Design uart_receiver_flat, sky130hd; sources not shown.
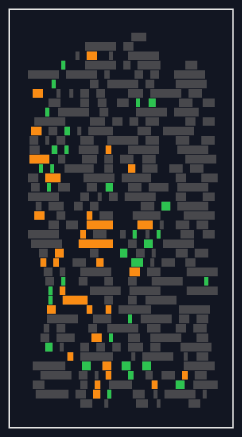
run_1/logic_types.png
legend:
  aoi and oai cells:
    color: orange
    cells: 31
  nand cells:
    color: green
    cells: 31
most frequent standard cell in the layout excluding fill and tap cells: sky130_fd_sc_hd__buf_4
multi-input logic portion of the cell area: 39.4%
tally of non-filler cells in the final layout: 340

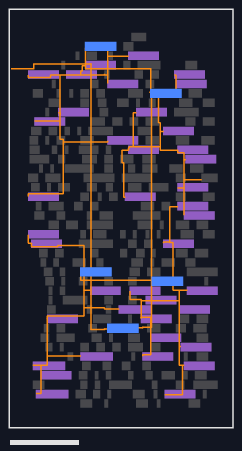
run_1/clk_routes.png
Scale bar: 20 µm.
legend:
  flip-flops:
    color: purple
    count: 40
  clock drivers:
    color: blue
    count: 5
  clock wires:
    color: orange
    length: 658 µm
routed clock nets: 6
flops lie: all over the die
worst clock skew on the final layout: 3.61 ps
Clk network pwr share: 48.6%
Clk. pwr: 936 µW

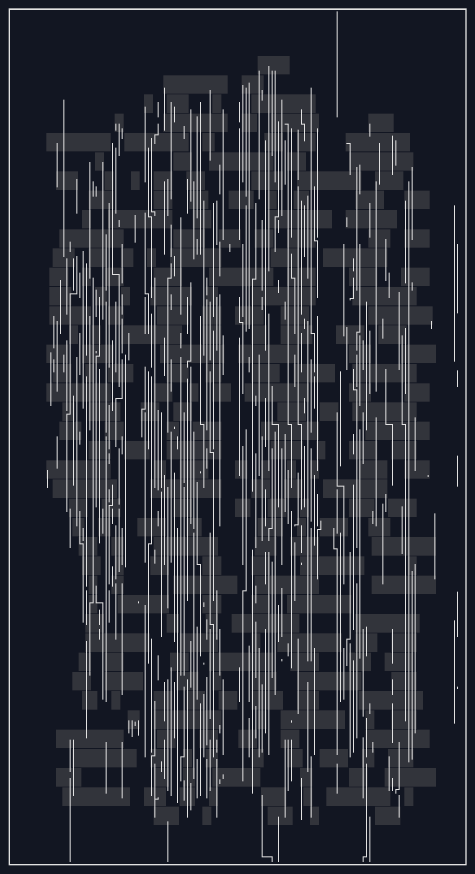
run_1/layer_met2.png
wire length on this layer: 4330 µm
nets with wire on the layer: 254
longest straight run: 81.9 µm
main direction: vertical
total number of vias: 1774
routing usage on met2: 36.9%
wirelength, routed: 7160 µm

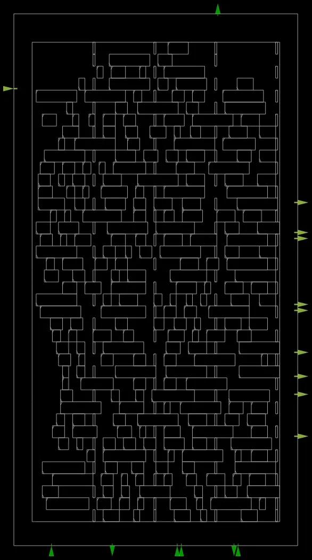
run_1/placement.png
row cnt: 40
share of cell area taken by flip-flops and latches: 32.7%
well-tap cell count: 84
count of flip-flops and latches: 40

==> results.txt, run 1 <==
Latest figures from synthesis and place and route.

The number of cells in the yosys synthesis report is 198. The timing report gives the biggest stage delay along the critical path as 420 ps. The most critical min-delay path falls under input port to asynchronous set/reset pin. When the netlist entered floorplanning its net count stood at 208. Cell internal power was estimated by the tool at 1.51 mW. Per the final report, the share of cell area in non-clock buffers is 18.5%. The switching portion of total power is 21.6%. The floorplan step set the die width to 64.3 µm.

Clock tree synthesis inserted a total of 5 buffers. The core region area is 0.00611 mm². The instance count on the critical path is 7. The share of synthesized registers carrying an async set or reset is 100%. The non-clock inverter total of the final layout is 9. The number of nets in the final layout is 265. The startpoint class of the critical path is a flop. Global routing consumed, on the met1 layer, 17.9% of the routing resources. TritonCTS built the clock tree. Per the detail_route log, met3 wirelength is 153 µm. The synthesis report lists the most area-consuming cells as sky130_fd_sc_hd__dfrtp_1 44%, sky130_fd_sc_hd__mux2_2 8.9%, sky130_fd_sc_hd__xnor2_1 3.7%. STA reports a reg2reg setup slack of -210 ps. The post-synthesis area per instance is 10.9 µm². STA puts the critical path data required time at 1930 ps. The dominant synthesized flop cell is sky130_fd_sc_hd__dfrtp_1.

In the finished design, the share of the clock period the worst path needs comes to 112%. The post-synthesis share of cell area spent on full adders, half adders and majority gates is 2.90%. The post-CTS clock slew at the launch and capture registers of the worst setup and hold paths is 60 ps. The repair_antennas step left the layout with diodes totalling 0. The placed wire-length estimate after detailed placement is 4510 µm. The die is 121 µm tall. For this run, the detailed router reports a per-instance via density of 5.22.

The final timing report counts setup violations totalling 20. The max-capacitance violation count is 0. The synthesized netlist contains 49 unique library cells. The tightest hold path in the finished design has a slack of 243 ps.

sky130_fd_sc_hd__dfrtp_1 takes more of the synthesized area than any other cell. After layout, the design draws a total of 1.93 mW. The analysis attributes to net switching a power of 417 µW. The accumulated negative setup slack is -1940 ps.

The total die size is 0.00776 mm². Per the slew report, the remaining headroom to the max-slew limit stands at 68.8%. The max-slew violation count is 0.

The simple-gate area share of the yosys netlist is 18.5%. Signal routing reaches up to met4. The yosys-reported design area after synthesis is 0.00216 mm². The reported leakage power is 1.35 nW. The sequential cell area fraction in the yosys report is 46.5%. The flip-flop and latch count after synthesis is 40. The number of antenna violations at the first check in global routing is 0. The worst ir drop on vdd is 328 µV. The mapped netlist covers 0.00216 mm². The number of multi-input combinational cells in the layout is 138. Counting endpoints that fail hold in the final report gives 0. Power spread over the standard cell area amounts to 626 mW/mm². By instance count after routing, the leading logic cell types are 37 x sky130_fd_sc_hd__buf_4, 36 x sky130_fd_sc_hd__dfrtp_1, 17 x sky130_fd_sc_hd__nand2_1, 17 x sky130_fd_sc_hd__mux2_2, 16 x sky130_fd_sc_hd__clkdlybuf4s50_1. The combinational family with the most area after synthesis is simple AND/OR/NAND/NOR gates.

The clock tree root buffer cell is sky130_fd_sc_hd__clkbuf_16. The relative area change from synthesis to final layout is 42.4%. Summed over all nets, wire length on met2 after detailed routing comes to 4330 µm.

Setup repair after global routing could not meet its margin everywhere. Per the CTS log, the maximum H-tree level is 2. Per the detailed placement report, the placed cell area equals 0.00266 mm². After layout, the worst setup slack is -212 ps. The core utilization of the finished layout is 50.3%. Along the critical path, the tally of buffer and inverter instances is 2. The clock-cell share of area is 4.84%.

The maximum number of pins on one net before global-route repair is 41. Measured in cells, the most critical reg-to-reg path has a length of 7. The type of destination of the critical path is a flop. The buffer count excluding the clock tree in the final layout is 61. The quantity of I/O buffers inserted on ports is 16.

The combinational cell area excluding buffers and inverters is 0.00121 mm². The kind of cell with the highest combined delay along the critical path is AND-OR/OR-AND gates. For the completed layout, the total cell area is recorded as 0.00307 mm².

17 I/O pins were placed. The first-pass GRT wire length is 10800 µm. The most frequently used cell type in the post-synthesis netlist is sky130_fd_sc_hd__dfrtp_1. The total number of yosys warnings is 0. The routed design could run at a clock period as short as 1970 ps. The per-cell routed wire length is 21.1 µm. The routed length on met1 is 2340 µm. The total grt overflow is 0. The final layout report lists a filler cell count of 644.

The checks that failed: setup timing. The via count of the first global-routing pass is 1995. The type of the worst setup path is flop to flop. At the placement stage, the worst setup path has a slack of -166 ps. Of the post-synthesis cell area, the dominant cell type holds 44.1%. The commonest cells after synthesis are 38 x sky130_fd_sc_hd__dfrtp_1, 17 x sky130_fd_sc_hd__mux2_2, 17 x sky130_fd_sc_hd__nand2_1. In the final layout, the share of cells above drive strength 1 is 41.4%. The detailed placer reported the number of placed instances as 323.

The synthesized-area fraction occupied by ao, oa, aoi and oai cells is 11.8%. In the final design, more cell area goes to multi-input combinational cells than to any other class. Along the worst path, the maximum fanout reaches 3. The layout has 6 clock buffers. The post-synthesis cell count is 198. Yosys mapped a number of flops with a built-in enable equal to 0. The clock sink count is 40. Of the total power, registers draw 48.3%. Combinational cells account for 3.1% of the total power. The slew at the pin with the worst max-slew slack is 464 ps. Data on the critical path arrives at its endpoint at 2150 ps. Per the post-route antenna check, the number of violating nets is 0.

The flip-flop count of the largest register, all copies and words added is 9. The overall track demand over capacity in global routing is 18.3%. The script parses the final routing iteration and logs DRC violations as 0.

For reference, the mux area share after synthesis is 10.8%. Per the timing report, the achievable frequency comes out to 0.507 GHz. Per the skew report, the later register of the worst-skew pair sees a clock latency of 290 ps. The most heavily used metal layer in global routing is met2. In the log, the iteration count for the first detailed-route pass is 4. The initial DRC count is 45. The deepest clock path buffer count is 2. The met3 track demand over resource is 2.79%. The flip-flop and latch area is 0.00101 mm².

The warning total across the stage logs is 31. Traced cell by cell, the critical path runs through inv_2, ha_4, nor4b_4, a211oi_4, a2111oi_4, buf_4, mux2_4. The slowest stage of the critical path belongs to the cell sky130_fd_sc_hd__dfrtp_1. The floorplan core density is 35.3%. The run finished, with violations left. The xor/xnor share of the synthesized area is 5.10%.
-- run 1: power groups by stage --
| stage | sequential, mW | combinational, mW | clock, mW |
|---|---|---|---|
| after detailed placement | 0.946 | 0.0592 | 0 |
| after CTS | 0.929 | 0.0607 | 0.955 |
| after global routing | 0.930 | 0.0678 | 0.998 |
| after global placement | 0.945 | 0.0576 | 0 |
| final | 0.930 | 0.0598 | 0.936 |
| after floorplan | 0.946 | 0.0303 | 0 |
-- run 1: repair_timing --
action	in CTS	in global routing
pin swaps	5	14
buffers inserted	4	5
cloned	0	1
setup endpoints to repair	18	34
gates resized	14	28
hold buffers	0	0
run_1/placement_by_type.png
Scale bar: 20 µm.
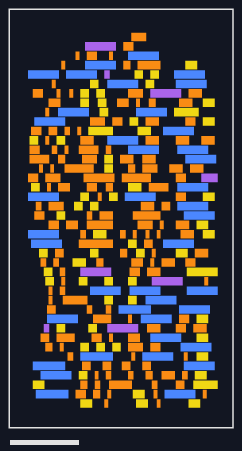

==> run 1 -> run 2 <==
- CELL_PAD_IN_SITES_DETAIL_PLACEMENT: 2 -> default
- CELL_PAD_IN_SITES_GLOBAL_PLACEMENT: 2 -> default
- CORE_UTILIZATION: 34 -> 39
- PLACE_DENSITY: 0.76 -> 0.61
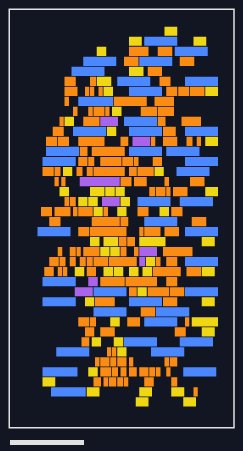
run_2/placement_by_type.png
Scale bar: 20 µm.
legend:
  remaining buffers and delay cells:
    color: yellow
    cells: 54
    share_of_their_area: 17%
  combinational and other logic:
    color: orange
    cells: 147
    share_of_their_area: 44%
  clock drivers and dummy loads:
    color: purple
    cells: 8
    share_of_their_area: 3.9%
  sequential cells:
    color: blue
    cells: 40
    share_of_their_area: 35%
share of cell area taken by flip-flops and latches: 34.3%
row cnt: 38
summed area of non-filler cells in the final layout: 0.00293 mm²

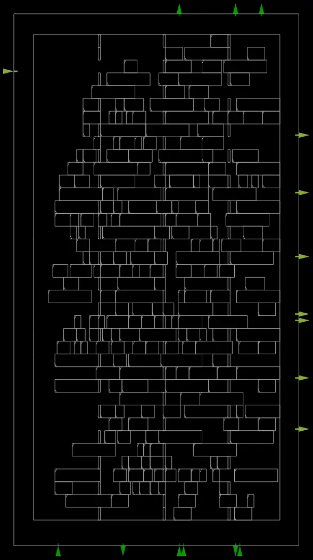
run_2/placement.png
well-tap cell count: 60
Floorplan Core Area: 0.00542 mm²
core utilization of the finished layout: 54.0%
tally of non-filler cells in the final layout: 309

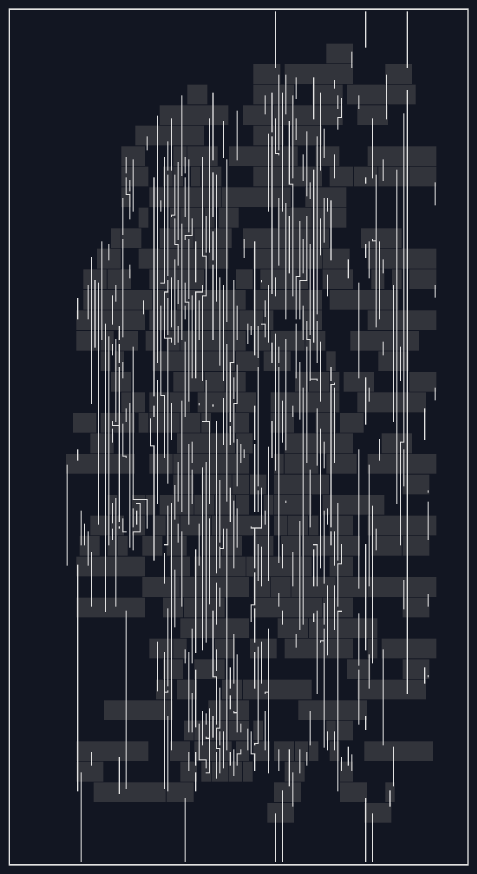
run_2/layer_met2.png
wire length on this layer: 2850 µm
nets with wire on the layer: 232
wirelength, routed: 4790 µm
routing usage on met2: 29.0%
total number of vias: 1647

==> run 2 against run 1 <==
  * The run still ends with setup timing left
  * Sequential power barely moved
  * Clock power fell by about 20%
  * Combinational power fell by 6.5%
  * Worst setup slack improved by 100 ps
  * Critical endpoint is now u_core.state_q[2]$_DFFE_PP0P_
==> results.txt, run 2 <==
Latest figures from synthesis and place and route.

The signal arrival time at the worst endpoint is 2040 ps (-110 ps). The share of synthesized registers carrying an async set or reset is 100% (unchanged). The number of nets in the final layout is 258 (-2.6%). The final worst-path setup slack was -112 ps (+100 ps). The number of top-level design ports is 17 (unchanged).

The checks that failed: setup timing. The CTS buffer count is 5 (unchanged). Counting only logic cells after layout, the most numerous master is sky130_fd_sc_hd__dfrtp_1. The max-capacitance violation count came to 0 (unchanged). The via density per instance is 5.33 (+2.2%). The fraction of synthesized area in multiplexers was 10.8% (unchanged).

The synthesized-area fraction occupied by ao, oa, aoi and oai cells is 11.8% (unchanged). The reported leakage power is 1.30 nW (-3.9%). The yosys-reported design area after synthesis came to 0.00216 mm² (unchanged). The switching portion of total power came to 21.2% (-0.47 points). Per the GRT log, the top usage layer is met2. The worst hold-check path type is input port to asynchronous set/reset pin. The via count of the first global-routing pass is 1713 (-14%).

The met3 track demand over resource is 2.40% (-0.39 points). The number of resized instances in the post-cts repair step came to 12 (-2). The worst setup path is captured at a flop. The total setup violations reported at the end of the flow is 8 (-60%).

The first-pass GRT wire length came to 7700 µm (-28%). The clock network power is 752 µW (-20%). The slew at the pin with the worst max-slew slack is 486 ps (+22.0 ps). The largest clock skew in the final design is 13.6 ps (+9.98 ps). The largest stage delay on the critical path is 390 ps (-30 ps).

The quantity of I/O buffers inserted on ports was 16 (unchanged). The maximum fanout along the worst path is 4 (+1). The ratio of final minimum period to clock period is 106% (-5.7 points). The area growth from synthesis to layout is 35.6%.

The total die size is 0.00686 mm² (-12%). The number of buffer and inverter stages on the critical path is 1 (-1). The synthesized area is 0.00216 mm² (unchanged). The required time of the worst setup path is 1930 ps (about the same). By count the netlist is led by 38 x sky130_fd_sc_hd__dfrtp_1, 17 x sky130_fd_sc_hd__mux2_2, 17 x sky130_fd_sc_hd__nand2_1.

The maximum number of pins on one net before global-route repair is 31 (-24%). The fill cell total of the finished layout was 483 (-25%). The total grt overflow is 0 (unchanged). The power of the combinational group is 55.9 µW (-6.5%).

The max-slew headroom at the worst pin is 67.3% (-1.5 points). The clock latency at the later pin of the worst-skew pair is 300 ps (about the same). The startpoint class of the critical path is a flop.

The post-route antenna net violation count is 0 (unchanged). The run finished, with violations left. The timing-limited maximum frequency is 0.534 GHz (+5.3%). The total number of yosys warnings came to 0 (unchanged). The met1 usage in global routing is 14.4% (-3.5 points). The per-cell routed wire length came to 15.5 µm (-26%). The horizontal die dimension was 60.6 µm (-5.8%). The total internal power was 1.37 mW (-9.3%). Setup repair after global routing could not meet its margin everywhere. The number of detailed-route iterations in the first pass was 4 (unchanged). The part of the power in combinational logic is 3.2% (about the same). The sum of met2 wire segment lengths after detailed routing came to 2850 µm (-34%). The setup slack after placement was -98.3 ps (+67.9 ps). The detailed-route DRC error count is 0 (unchanged). The antenna diode instance count is 0 (unchanged). The deepest clock path buffer count is 2 (unchanged). The clock sink count is 40 (unchanged). The xor/xnor share of the synthesized area is 5.10% (unchanged).

The count of cells along the worst register-to-register path is 6 (-1). Looking at the cell usage after synthesis, the top flip-flop cell is sky130_fd_sc_hd__dfrtp_1. The flip-flop and latch count after synthesis was 40 (unchanged). The warning total across the stage logs is 31 (unchanged).
## run 2: stage by stage
step           setup TNS, ps  utilization [%]  hold slack (ps)  cells  power (mW)
3_5_place_dp            -556             47.9              352    295        1.00
2_1_floorplan          -66.8                -              180    198       0.976
5_1_grt                -2000             54.0              263    309        1.78
4_1_cts                 -670             51.8              219    308        1.76
6_report                -462             54.0              194    309        1.74
3_3_place_gp            -177             47.9              349    295        1.00
## run 2: cell type report
type                            instances  area (µm²)  share of cell area (%)
Clock buffer                            5        68.8                    2.35
Clock inverter                          3        42.5                    1.45
Inverter                                9        33.8                    1.15
Multi-Input combinational cell        138        1220                    41.6
Sequential cell                        40        1000                    34.3
Tap cell                               60        75.1                    2.57
Timing Repair Buffer                   54         485                    16.6
Power and IR drop assume default switching activity.
